Run 1, wiring by layer:
Two of the layers only.
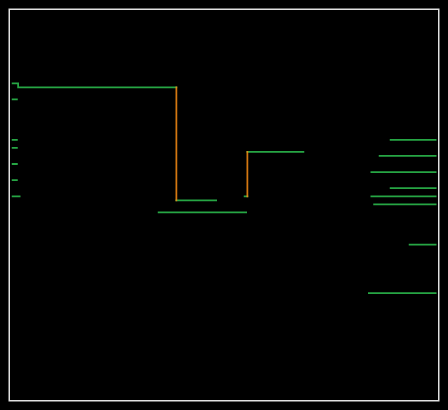
Run 1, sizing map:
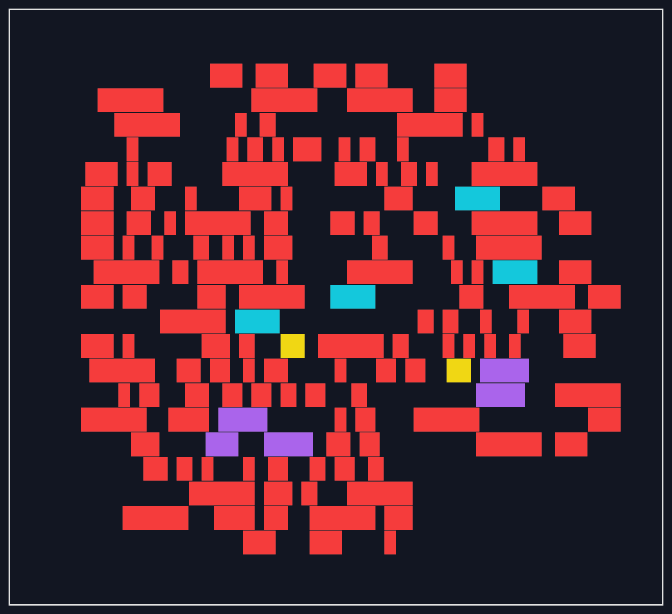
Run 1, sequential cells coloured by netlist name:
Scale bar: 20 um. Other sequential cells in the stronger grey, the rest of the logic in the fainter grey.
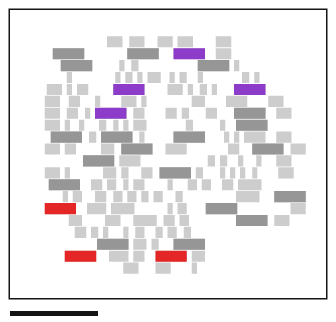
## src/rtl/scan_chain_driver_pkg.sv

```systemverilog
`default_nettype none
// ============================================================================
// Module      : scan_drv_pkg
// Description : Shared definitions for the scan chain driver: FSM state
//               encodings and the default chain length.
// Revision    : 1.0 - initial release
// ============================================================================
package scan_drv_pkg;

    // Default number of flops in the target chain (4-bit scan counter).
    localparam int DEFAULT_CHAIN_LEN = 4;

    // Run sequence: IDLE -> LOAD -> CAPTURE -> UNLOAD -> DONE -> IDLE.
    typedef enum logic [2:0] {
        ST_IDLE    = 3'd0,
        ST_LOAD    = 3'd1,
        ST_CAPTURE = 3'd2,
        ST_UNLOAD  = 3'd3,
        ST_DONE    = 3'd4
    } state_t;

endpackage : scan_drv_pkg
`default_nettype wire

```

## src/rtl/scan_chain_driver_if.sv

```systemverilog
`default_nettype none
// ============================================================================
// Module      : scan_chain_driver_if
// Description : Bundle of sequencer-side and chain-side signals of the scan
//               chain driver.
//   start       sequencer -> driver  request a load/capture/unload run
//   pattern     sequencer -> driver  load vector (bit k ends in flop k)
//   expect_val  sequencer -> driver  expected chain contents after capture
//   expect_mask sequencer -> driver  1 = compare bit, 0 = don't care
//   scan_out    chain     -> driver  last flop of the chain
//   SE          driver    -> chain   scan enable
//   scan_in     driver    -> chain   serial data into flop 0
//   busy/done/pass/response driver -> sequencer  run status and result
//   Modport slave is the driver side, master the sequencer/chain side.
// Revision    : 1.0 - initial release
// ============================================================================
interface scan_chain_driver_if
    import scan_drv_pkg::*;
#(
    parameter int CHAIN_LEN = DEFAULT_CHAIN_LEN
);
    logic                 start;
    logic [CHAIN_LEN-1:0] pattern;
    logic [CHAIN_LEN-1:0] expect_val;
    logic [CHAIN_LEN-1:0] expect_mask;
    logic                 scan_out;
    logic                 SE;
    logic                 scan_in;
    logic                 busy;
    logic                 done;
    logic                 pass;
    logic [CHAIN_LEN-1:0] response;

    modport slave (
        input  start, pattern, expect_val, expect_mask, scan_out,
        output SE, scan_in, busy, done, pass, response
    );

    modport master (
        output start, pattern, expect_val, expect_mask, scan_out,
        input  SE, scan_in, busy, done, pass, response
    );

endinterface : scan_chain_driver_if
`default_nettype wire

```

## src/rtl/scan_chain_driver_phase_counter.sv

```systemverilog
`default_nettype none
// ============================================================================
// Module      : scan_phase_counter
// Description : Loadable down-counter with zero flag. Times the LOAD, CAPTURE
//               and UNLOAD phases of the scan chain driver. Saturates at 0.
//   clk, reset  clock and synchronous active-high reset
//   load        load load_val (has priority over dec)
//   load_val    terminal count for the phase being entered
//   dec         decrement by one unless already zero
//   zero        count is zero (last cycle of the phase)
// Revision    : 1.0 - initial release
// ============================================================================
module scan_phase_counter #(
    parameter int CNT_W = 3
) (
    input  wire logic             clk,
    input  wire logic             reset,
    input  wire logic             load,
    input  wire logic [CNT_W-1:0] load_val,
    input  wire logic             dec,
    output logic                  zero
);

    logic [CNT_W-1:0] r_count;

    always_ff @(posedge clk) begin
        if (reset) begin
            r_count <= '0;
        end else if (load) begin
            r_count <= load_val;
        end else if (dec && (r_count != '0)) begin
            r_count <= r_count - 1'b1;
        end
    end

    assign zero = (r_count == '0);

endmodule : scan_phase_counter
`default_nettype wire

```

## src/rtl/scan_chain_driver.sv

```systemverilog
`default_nettype none
// ============================================================================
// Module      : scan_chain_driver
// Description : Tester-side end of a scan chain. Shifts a pattern in MSB
//               first, drops SE for CAPTURE_CYCLES functional clocks, shifts
//               the chain back out and compares it against a masked
//               expected vector.
//   clk    rising-edge clock, shared with the chain under test
//   reset  synchronous active-high reset; aborts a run without done
//   bus    scan_chain_driver_if.slave (sequencer handshake + scan pins)
// Revision    : 1.0 - initial release
// ============================================================================
module scan_chain_driver
    import scan_drv_pkg::*;
#(
    parameter int CHAIN_LEN      = DEFAULT_CHAIN_LEN,
    parameter int CAPTURE_CYCLES = 1,
    parameter int CNT_W          = $clog2(CHAIN_LEN + CAPTURE_CYCLES + 1)
) (
    input  wire logic          clk,
    input  wire logic          reset,
    scan_chain_driver_if.slave bus
);

    // Phase counters load "length - 1" so the phase ends on the zero cycle.
    localparam logic [CNT_W-1:0] c_len_m1      = CNT_W'(CHAIN_LEN - 1);
    localparam logic [CNT_W-1:0] c_cap_m1      =
        CNT_W'((CAPTURE_CYCLES > 0) ? (CAPTURE_CYCLES - 1) : 0);
    localparam bit               c_has_capture = (CAPTURE_CYCLES > 0);

    state_t               r_state;
    state_t               w_state_nxt;

    logic                 w_accept;
    logic                 w_cnt_load;
    logic [CNT_W-1:0]     w_cnt_val;
    logic                 w_cnt_dec;
    logic                 w_cnt_zero;
    logic                 w_se_nxt;
    logic                 w_busy_nxt;

    logic [CHAIN_LEN-1:0] r_pat;
    logic [CHAIN_LEN-1:0] r_exp;
    logic [CHAIN_LEN-1:0] r_mask;
    logic [CHAIN_LEN-1:0] r_resp;
    logic                 r_se;
    logic                 r_scan_in;
    logic                 r_busy;
    logic                 r_done;
    logic                 r_pass;

    logic [CHAIN_LEN-1:0] w_resp_shift;
    logic                 w_match;

    scan_phase_counter #(
        .CNT_W (CNT_W)
    ) u_phase_cnt (
        .clk      (clk),
        .reset    (reset),
        .load     (w_cnt_load),
        .load_val (w_cnt_val),
        .dec      (w_cnt_dec),
        .zero     (w_cnt_zero)
    );

    // Unload samples scan_out on every UNLOAD edge. The compare uses the
    // post-shift value so pass is ready in the same cycle as done.
    assign w_resp_shift = {r_resp[CHAIN_LEN-2:0], bus.scan_out};
    assign w_match      = &(~((w_resp_shift ^ r_exp) & r_mask));

    // ------------------------------------------------------------------
    // Next-state and phase counter control
    // ------------------------------------------------------------------
    always_comb begin
        w_state_nxt = r_state;
        w_accept    = 1'b0;
        w_cnt_load  = 1'b0;
        w_cnt_val   = '0;
        w_cnt_dec   = 1'b0;

        case (r_state)
            ST_IDLE: begin
                if (bus.start) begin
                    w_accept    = 1'b1;
                    w_state_nxt = ST_LOAD;
                    w_cnt_load  = 1'b1;
                    w_cnt_val   = c_len_m1;
                end
            end
            ST_LOAD: begin
                if (w_cnt_zero) begin
                    w_cnt_load = 1'b1;
                    if (c_has_capture) begin
                        w_state_nxt = ST_CAPTURE;
                        w_cnt_val   = c_cap_m1;
                    end else begin
                        w_state_nxt = ST_UNLOAD;
                        w_cnt_val   = c_len_m1;
                    end
                end else begin
                    w_cnt_dec = 1'b1;
                end
            end
            ST_CAPTURE: begin
                if (w_cnt_zero) begin
                    w_state_nxt = ST_UNLOAD;
                    w_cnt_load  = 1'b1;
                    w_cnt_val   = c_len_m1;
                end else begin
                    w_cnt_dec = 1'b1;
                end
            end
            ST_UNLOAD: begin
                if (w_cnt_zero) begin
                    w_state_nxt = ST_DONE;
                end else begin
                    w_cnt_dec = 1'b1;
                end
            end
            ST_DONE: begin
                w_state_nxt = ST_IDLE;
            end
            default: begin
                w_state_nxt = ST_IDLE;
            end
        endcase

        // Outputs are registered from the state being entered, so the chain
        // sees stable SE/scan_in for the whole state cycle.
        w_se_nxt   = (w_state_nxt == ST_LOAD) || (w_state_nxt == ST_UNLOAD);
        w_busy_nxt = (w_state_nxt == ST_LOAD) || (w_state_nxt == ST_CAPTURE) ||
                     (w_state_nxt == ST_UNLOAD);
    end

    // ------------------------------------------------------------------
    // State register and datapath
    // ------------------------------------------------------------------
    always_ff @(posedge clk) begin
        if (reset) begin
            r_state   <= ST_IDLE;
            r_se      <= 1'b0;
            r_scan_in <= 1'b0;
            r_busy    <= 1'b0;
            r_done    <= 1'b0;
            r_pass    <= 1'b0;
            r_resp    <= '0;
            r_pat     <= '0;
            r_exp     <= '0;
            r_mask    <= '0;
        end else begin
            r_state   <= w_state_nxt;
            r_se      <= w_se_nxt;
            r_busy    <= w_busy_nxt;
            r_done    <= (w_state_nxt == ST_DONE);
            r_scan_in <= 1'b0;

            if (w_accept) begin
                // MSB goes out in the first load cycle; the remainder is
                // kept left-aligned so the next bit is always r_pat MSB.
                r_scan_in <= bus.pattern[CHAIN_LEN-1];
                r_pat     <= {bus.pattern[CHAIN_LEN-2:0], 1'b0};
                r_exp     <= bus.expect_val;
                r_mask    <= bus.expect_mask;
                r_pass    <= 1'b0;
                r_resp    <= '0;
            end else if ((r_state == ST_LOAD) && (w_state_nxt == ST_LOAD)) begin
                r_scan_in <= r_pat[CHAIN_LEN-1];
                r_pat     <= {r_pat[CHAIN_LEN-2:0], 1'b0};
            end

            if (r_state == ST_UNLOAD) begin
                r_resp <= w_resp_shift;
                if (w_state_nxt == ST_DONE) begin
                    r_pass <= w_match;
                end
            end
        end
    end

    assign bus.SE       = r_se;
    assign bus.scan_in  = r_scan_in;
    assign bus.busy     = r_busy;
    assign bus.done     = r_done;
    assign bus.pass     = r_pass;
    assign bus.response = r_resp;

endmodule : scan_chain_driver
`default_nettype wire

```

## src/flat_wrapper.sv

```systemverilog
// flat-port wrapper written by rule: the top's interface ports become plain ports
module scan_chain_driver_flat import scan_drv_pkg::*;
#(
    parameter int CHAIN_LEN      = DEFAULT_CHAIN_LEN,
    parameter int CAPTURE_CYCLES = 1,
    parameter int CNT_W          = $clog2(CHAIN_LEN + CAPTURE_CYCLES + 1)
)
  (clk, reset, bus_start, bus_pattern, bus_expect_val, bus_expect_mask, bus_scan_out, bus_SE, bus_scan_in, bus_busy, bus_done, bus_pass, bus_response);
  scan_chain_driver_if #(.CHAIN_LEN(CHAIN_LEN)) bus_i ();
  input  wire logic clk;
  input  wire logic reset;
  input wire logic [$bits(bus_i.start)-1:0] bus_start;
  input wire logic [$bits(bus_i.pattern)-1:0] bus_pattern;
  input wire logic [$bits(bus_i.expect_val)-1:0] bus_expect_val;
  input wire logic [$bits(bus_i.expect_mask)-1:0] bus_expect_mask;
  input wire logic [$bits(bus_i.scan_out)-1:0] bus_scan_out;
  output wire logic [$bits(bus_i.SE)-1:0] bus_SE;
  output wire logic [$bits(bus_i.scan_in)-1:0] bus_scan_in;
  output wire logic [$bits(bus_i.busy)-1:0] bus_busy;
  output wire logic [$bits(bus_i.done)-1:0] bus_done;
  output wire logic [$bits(bus_i.pass)-1:0] bus_pass;
  output wire logic [$bits(bus_i.response)-1:0] bus_response;
  assign bus_i.start = bus_start;
  assign bus_i.pattern = bus_pattern;
  assign bus_i.expect_val = bus_expect_val;
  assign bus_i.expect_mask = bus_expect_mask;
  assign bus_i.scan_out = bus_scan_out;
  assign bus_SE = bus_i.SE;
  assign bus_scan_in = bus_i.scan_in;
  assign bus_busy = bus_i.busy;
  assign bus_done = bus_i.done;
  assign bus_pass = bus_i.pass;
  assign bus_response = bus_i.response;
  scan_chain_driver #(.CHAIN_LEN(CHAIN_LEN), .CAPTURE_CYCLES(CAPTURE_CYCLES), .CNT_W(CNT_W)) u_core (.clk(clk), .reset(reset), .bus(bus_i));
endmodule
```

## config.mk

```make
export PLATFORM = sky130hd
export DESIGN_NAME = scan_chain_driver_flat
export DESIGN_NICKNAME = d
export VERILOG_FILES = /design/src/rtl/scan_chain_driver_pkg.sv /design/src/rtl/scan_chain_driver_if.sv /design/src/rtl/scan_chain_driver_phase_counter.sv /design/src/rtl/scan_chain_driver.sv /design/src/flat_wrapper.sv
export SDC_FILE = /design/constraint.sdc
export NUM_CORES = 1
export LEC_CHECK = 0
export CAP_MARGIN = 20
export CELL_PAD_IN_SITES_DETAIL_PLACEMENT = 1
export CELL_PAD_IN_SITES_GLOBAL_PLACEMENT = 2
export CORE_ASPECT_RATIO = 0.9
export CORE_MARGIN = 4
export CORE_UTILIZATION = 31
export DETAILED_ROUTE_END_ITERATION = 10
export PLACE_DENSITY = 0.87
export SLEW_MARGIN = 20
export SYNTH_ARGS = -nofsm -noshare
export SYNTH_HDL_FRONTEND = slang
export SYNTH_SLANG_ARGS = --single-unit
```

## constraint.sdc

```tcl
create_clock -name clk -period 3.2 [get_ports clk]
set_input_delay 0.64 -clock clk [delete_from_list [all_inputs] [get_ports clk]]
set_output_delay 0.64 -clock clk [all_outputs]
set_load 0.05 [all_outputs]
```

==> results.py, run 1 <==
# Flow results
metrics = {
    "finish": {
        "layout-drive-gt1-share_pct": 7.285,
        "layout.comb_gates.multi_input": 93,
        "n_fill_cell": 404,
        "area_growth_pct": 26.69,
        "fin_nets": 170,
    },
    "floorplan": {
        "core_area_mm2": 0.003478,
        "io_pins": 25,
        "rows": 20,
        "fp_util_pct": 33.02,
        "taps": 44,
    },
    "critical_path": {
        "end_kind": "primary output",
        "critical_path.max_fanout": 4,
        "worstReg2RegStart": "u_core.u_phase_cnt.r_count[0]",
        "cp_top_family": "buffers and inverters",
        "rr_worst_depth": 6,
    },
    "pwr": {
        "powerClk_uw": 211,
        "pwr-share-seq_pct": 42.9,
        "clkPwrFrac_pct": 21.1,
    },
    "sta": {
        "finalWorstSetupSlack_ns": 1.037,
        "finalSetupViolations": 0,
        "slew_viol_final": 0,
        "hold_violations": 0,
        "grt_setup_unrepaired": "false",
        "finalClockPeriodUsage_pct": 67.58,
    },
    "run_status": {
        "outcome": "finished, final reports clean",
    },
    "logic_synthesis": {
        "mux_area_share_pct": 0,
        "ys_types": 29,
        "ys_sh_adder_pct": 2.179,
        "synth-xor-area-share_pct": 5.338,
        "simple_gate_share_pct": 24.51,
        "logic_family": "simple AND/OR/NAND/NOR gates",
    },
    "global_routing": {
        "use_met3_pct": 4.740,
        "grt_pass1_vias": 1013,
        "antenna_found_initial": 0,
        "grt_use_met2_pct": 20.34,
    },
    "run": {
        "tool_warnings": 27,
    },
    "cts": {
        "cts.repair.resized": 0,
        "cts.htree.levels": 1,
        "cts-root-buf": "clkbuf_8",
        "clk_pin_slew_worst_paths_ns": 0.09,
        "holdBufCountCts": 0,
    },
    "detailed_routing": {
        "drtIter0Drc": 26,
    },
}
About 'wiring by layer':
metal 4: marked orange, wire length 26.5 um. metal 3: marked green, wire length 136 um.
DR WL/cell: 13.79 um
GRT Overall Usage: 12.59%
Detailed Route WL: 2690 um
via count: 952

About 'sizing map':
_2 cells: marked purple, cells 5, share 3.3%. _0 and _1 cells: marked red, cells 140, share 93%, most used dfxtp_1. _3 and _4 cells: marked yellow, cells 2, share 1.3%, most used buf_4. _6 and larger: marked cyan, cells 4, share 2.6%, most used clkbuf_8.
Buffers excl. clock: 26
Design Area, Final: 0.001455 mm2

About 'sequential cells coloured by netlist name':
u_core.r_mask: marked purple, flops 4, where north. u_core.u_phase_cnt.r_count: marked red, flops 3.
Another 19 sequential cells are not coloured.
storage element area: 520.5 um2
final core occ: 41.83%
Seq/total area: 35.77%
Seq power: 431 uW

run 1: stage by stage:
step | util, % | hold WS [ns] | cell area [um2] | power (uW) | std cells
after floorplan | - | 0.4360 | 1149 | 725.5 | 131
after detailed placement | 40.25 | 0.4521 | 1400 | 803.2 | 191
after CTS | 41.83 | 0.4655 | 1455 | 1021 | 195
after global placement | 40.25 | 0.4442 | 1400 | 782.4 | 191
after global routing | 41.83 | 0.4954 | 1455 | 1078 | 195
final | 41.83 | 0.4649 | 1455 | 1004 | 195
run 1: cell usage after synthesis (all sizes together):
library cell | instances | area (um2)
or2 | 2 | 12.51
nand3 | 3 | 15.01
o22ai | 1 | 6.260
a211oi | 3 | 22.52
ha | 2 | 25.02
a21oi | 11 | 55.05
clkbuf | 3 | 11.26
or3 | 2 | 12.51
nor3 | 6 | 35.03
nand2 | 23 | 86.33
nor2 | 11 | 41.29
a22oi | 7 | 52.55
a31oi | 1 | 6.260
nand2b | 3 | 18.77
a21o | 1 | 7.510
xor2 | 5 | 43.79
a311oi | 2 | 30.03
nor4b | 2 | 23.77
xnor2 | 2 | 17.52
nand3b | 2 | 15.01
nor2b | 2 | 12.51
dfxtp | 26 | 520.5
buf | 7 | 53.80
o21bai | 1 | 7.510
and3b | 1 | 8.760
inv | 2 | 7.510
run 1: layout by cell type (no fill, tap or decap), drive strengths merged, types with 2 or more instances in the layout:
cell type / count
a311oi: 2
nand3b: 2
clkdlybuf4s50: 24
nor2b: 2
a22oi: 7
buf: 2
dfxtp: 26
clkbuf: 4
nand2b: 3
nor4b: 2
inv: 2
ha: 2
a211oi: 3
xor2: 5
nand2: 23
nor2: 11
or3: 2
nor3: 6
nand3: 3
a21oi: 11
xnor2: 2
or2: 2
Run 1, congestion heat map:
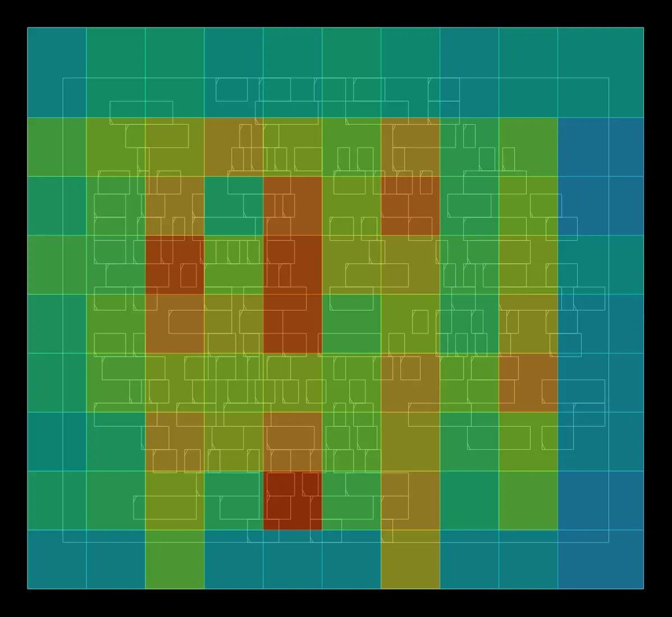

==> run 2: changes to the inputs <==
Settings changed: CORE_UTILIZATION 31 to 26, PLACE_DENSITY 0.87 to 0.78.
Clock period 3.2 ns to 1.8 ns, I/O delays scaled along.
Run 2, congestion heat map:
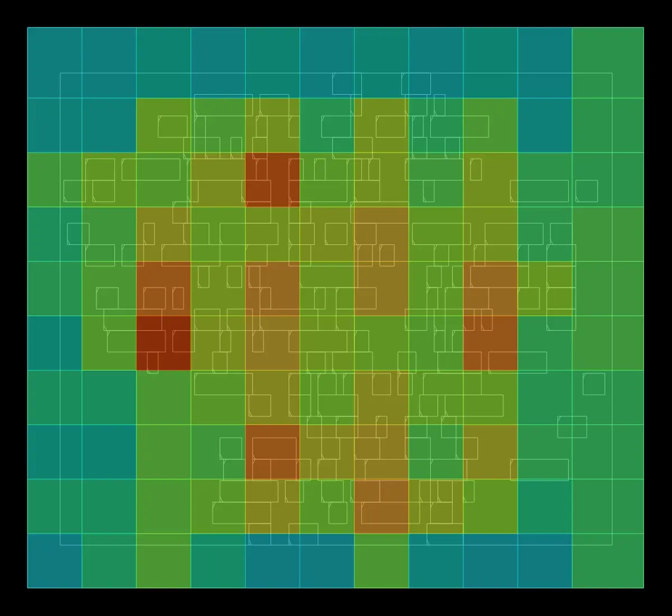
met3 global-route usage: 2.545%
final core occ: 35.44%

Run 2, wiring by layer:
Two of the layers only.
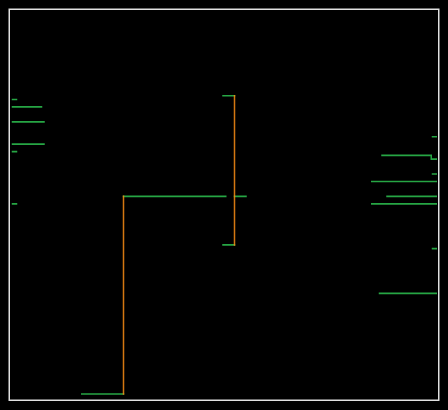
metal 3: marked green, wire length 107 um. metal 4: marked orange, wire length 63.2 um.
DR WL/cell: 13.48 um
GRT Overall Usage: 11.48%

==> run 2 against run 1 <==
Total power grew 83%. Non-clock buffer count grew 4. Highest routed layer unchanged. Critical endpoint is now u_core.r_pat[3]. Clock skew is essentially flat.
==> results.py, run 2 <==
# Flow results
metrics = {
    "pwr": {
        "clkPwrFrac_pct": 21.1,
        "pwr-share-seq_pct": 40.6,
    },
    "finish": {
        "n_fill_cell": 526,
        "area_growth_pct": 29.08,
        "fin_nets": 174,
        "fin_cells": 215,
        "layout-drive-gt1-share_pct": 15.48,
    },
    "detailed_routing": {
        "dr_total_vias": 1001,
        "drtIter0Drc": 36,
        "routed_wl_um": 2899,
    },
    "logic_synthesis": {
        "area_leaders": "dfxtp_1, nand2_1, a21oi_1, a22oi_1, xor2_1",
        "synthTopCellsByCount": "dfxtp_1, nand2_1, a21oi_1, nor2_1, a22oi_1",
        "flop_cell": "dfxtp_1",
        "ys_types": 29,
        "synthArstFlopShare_pct": 0,
    },
    "sta": {
        "finalSetupViolations": 0,
        "finalClockPeriodUsage_pct": 92.30,
        "hold_violations": 0,
    },
    "run_status": {
        "outcome": "finished, final reports clean",
    },
    "run": {
        "tool_warnings": 28,
    },
    "floorplan": {
        "fp_util_pct": 27.45,
        "io_pins": 25,
        "core_area_mm2": 0.004184,
    },
    "critical_path": {
        "critical_path.max_fanout": 6,
    },
    "cts": {
        "clk_pin_slew_worst_paths_ns": 0.09,
        "holdBufCountCts": 0,
    },
    "global_routing": {
        "antenna_found_initial": 0,
    },
}
-- run 2: per-layer routing --
layer	vias to the layer above	share of wire (%)
met5	-	0
met4	0	2.2
met3	5	3.7
met2	19	45
met1	482	49
li1	495	-
-- run 2: cell families after synthesis --
logic type	Yosys count	share of synthesized area [%]
buffers and inverters	12	6.318
XOR/XNOR	7	5.338
AND/OR/NAND/NOR	57	24.51
AND-OR/OR-AND	27	16.34
adder cells (fa/ha/maj)	2	2.178
flip-flops	26	45.32
-- run 2: area by class of cell --
| class | instances | area [um2] | area share (%) |
|---|---|---|---|
| inverter | 2 | 7.507 | 0.5063 |
| multi-input combinational | 93 | 561.8 | 37.89 |
| sequential | 26 | 520.5 | 35.11 |
| timing repair buffer | 30 | 262.8 | 17.72 |
| tap | 60 | 75.07 | 5.063 |
| clock buffer | 4 | 55.05 | 3.713 |
-- run 2: final timing paths --
path | start | end | slack (ns) | cells past startpoint
setup / recovery | u_core.u_phase_cnt.r_count[0] | u_core.r_pat[3] | 0.14 | 6
hold / removal | u_core.r_mask[1] | u_core.r_mask[1] | 0.47 | 2
setup reg to reg | u_core.u_phase_cnt.r_count[0] | u_core.r_pat[3] | 0.14 | 6
hold reg to reg | u_core.r_mask[1] | u_core.r_mask[1] | 0.47 | 2
-- run 2: through the flow --
| stage | TNS (ns) | hold slack [ns] | setup slack [ns] | area [um2] |
|---|---|---|---|---|
| finish | 0 | 0.4717 | 0.1387 | 1483 |
| global placement | 0 | 0.4557 | 0.02286 | 1428 |
| global route | -0.006485 | 0.5033 | -0.006485 | 1483 |
| detailed placement | -0.07919 | 0.4560 | -0.05088 | 1428 |
| CTS | 0 | 0.4694 | 0.1141 | 1483 |
| floorplan | 0 | 0.4360 | 0.2776 | 1149 |
Run 2, sequential cells coloured by netlist name:
Scale bar: 20 um. Other sequential cells in the stronger grey, the rest of the logic in the fainter grey.
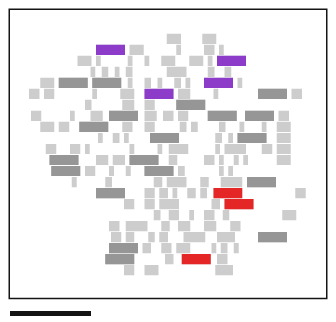

==> run 3: changes to the inputs <==
Settings changed: SETUP_SLACK_MARGIN set to 0.5, TNS_END_PERCENT set to 1.
Run 3, sequential cells coloured by netlist name:
Scale bar: 20 um. Other sequential cells in the stronger grey, the rest of the logic in the fainter grey.
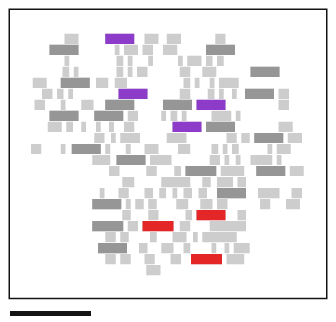
u_core.u_phase_cnt.r_count: marked red, flops 3. u_core.r_mask: marked purple, flops 4.
Seq/total area: 33.28%
Seq power: 783 uW
final core occ: 37.74%
storage element area: 525.5 um2

Run 3, congestion heat map:
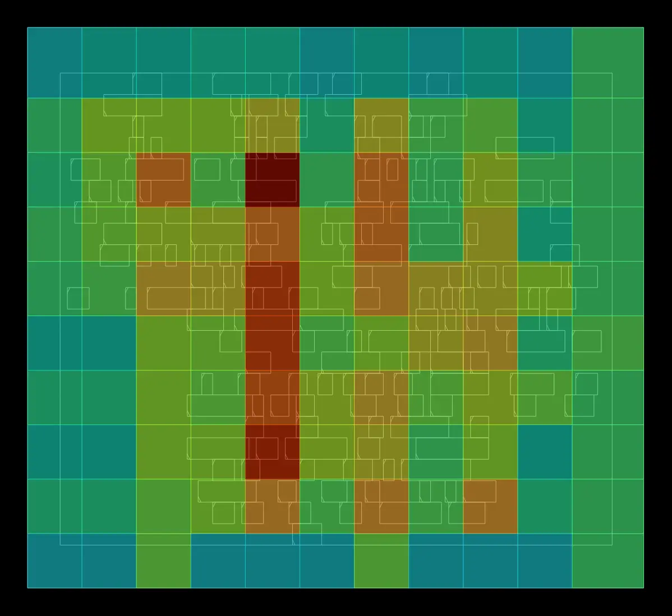
met3 global-route usage: 4.198%
GRT Overall Usage: 11.50%
DR WL/cell: 13.67 um

==> run 3 against run 2 <==
Non-clock buffer count is 3 higher. Combinational power is 21% higher. Clock power is 3% lower. Largest power group is now combinational logic. Critical path depth is 1 higher. Register-to-register slack better by 0.20 ns. Cell count is 1.4% higher. Maximum frequency is 13% higher. First-iteration DRC count is 61% higher. Routed wire length is 2.8% higher. Sequential power is 5.1% higher.
==> results.py, run 3 <==
# Flow results
metrics = {
    "run_status": {
        "outcome": "finished, final reports clean",
    },
    "floorplan": {
        "io_pins": 25,
        "core_area_mm2": 0.004184,
        "fp_util_pct": 27.45,
        "die_area_mm2": 0.005547,
    },
    "sta": {
        "finalClockPeriodUsage_pct": 81.35,
        "finalSetupViolations": 0,
        "hold_violations": 0,
    },
    "logic_synthesis": {
        "logic_family": "simple AND/OR/NAND/NOR gates",
        "area_leaders": "dfxtp_1, nand2_1, a21oi_1, a22oi_1, xor2_1",
        "mux_area_share_pct": 0,
        "top_area_cell": "dfxtp_1",
        "synth-xor-area-share_pct": 5.338,
        "synthArstFlopShare_pct": 0,
        "ys_sh_adder_pct": 2.179,
        "simple_gate_share_pct": 24.51,
        "flop_cell": "dfxtp_1",
        "synthTopCellsByCount": "dfxtp_1, nand2_1, a21oi_1, nor2_1, a22oi_1",
        "ys_sh_aoi_pct": 16.34,
    },
    "min_path": {
        "hp-start": "u_core.r_mask[2]",
    },
    "pwr": {
        "clkPwrFrac_pct": 18.8,
        "pwr-share-seq_pct": 38.9,
    },
    "finish": {
        "logic_area_um2": 614.3,
        "fin_cells": 218,
        "n_fill_cell": 500,
        "fin_nets": 177,
        "area_growth_pct": 37.47,
        "layout-drive-gt1-share_pct": 25.32,
    },
    "critical_path": {
        "worstReg2RegStart": "u_core.u_phase_cnt.r_count[1]",
        "crit_start": "u_core.u_phase_cnt.r_count[1]",
        "critPathBufInv": 2,
    },
    "cts": {
        "cts-buffers-inserted": 3,
        "clk_pin_slew_worst_paths_ns": 0.09,
        "cts_tree": "done",
        "postCtsSetupBuffers": 2,
        "cts.repair.resized": 2,
        "holdBufCountCts": 0,
    },
    "detailed_routing": {
        "drtIter0Drc": 58,
        "dr_total_vias": 976,
        "routed_wl_um": 2980,
    },
    "global_routing": {
        "antenna_found_initial": 0,
    },
    "run": {
        "tool_warnings": 30,
    },
    "place": {
        "dp_cells": 212,
    },
}
## run 3: cell type report
type	count	share of cell area [%]
Clock buffer	4	3.487
Inverter	2	0.4754
Multi-Input combinational cell	93	38.91
Sequential cell	26	33.28
Tap cell	60	4.754
Timing Repair Buffer	33	19.10
## run 3: power by group through the flow
stage | combinational [uW] | sequential, uW | clock [uW]
5_1_grt | 943 | 799 | 419
2_1_floorplan | 547 | 800 | 0
3_3_place_gp | 729 | 782 | 0
4_1_cts | 823 | 776 | 396
3_5_place_dp | 761 | 787 | 0
6_report | 851 | 783 | 378
## run 3: final timing paths
check	to	slack, ns	depth (start not counted)
hold reg to reg	u_core.r_mask[2]	0.47	2
setup reg to reg	u_core.r_pat[3]	0.34	7
setup / recovery	u_core.r_pat[3]	0.34	7
hold / removal	u_core.r_mask[2]	0.47	2
## run 3: metal layers
metal,up-vias,share of wire [%],global-route usage [%]
li1,501,-,-
met5,-,0,0
met2,16,46,18.73
met3,2,4.6,4.198
met1,457,48,14.68
met4,0,0.60,2.330
## run 3: metrics by stage
step / cell area (um2) / setup WS [ns] / power [uW] / hold WS (ns)
after global placement: 1471 / 0.07398 / 1511 / 0.4451
after global routing: 1579 / 0.2610 / 2161 / 0.5000
after detailed placement: 1471 / 0.02164 / 1548 / 0.4566
final: 1579 / 0.3357 / 2013 / 0.4678
after CTS: 1553 / 0.2989 / 1994 / 0.4700
after floorplan: 1181 / 0.4113 / 1348 / 0.4360
## run 3: worst min-delay path, delay by kind of cell, from the launching register on
kind	cells	cell delay, ns
flops	1	0.32
simple gates	1	0.05
compound gates	1	0.06
Power figures rest on the tool's default switching activity, not on a simulated workload.
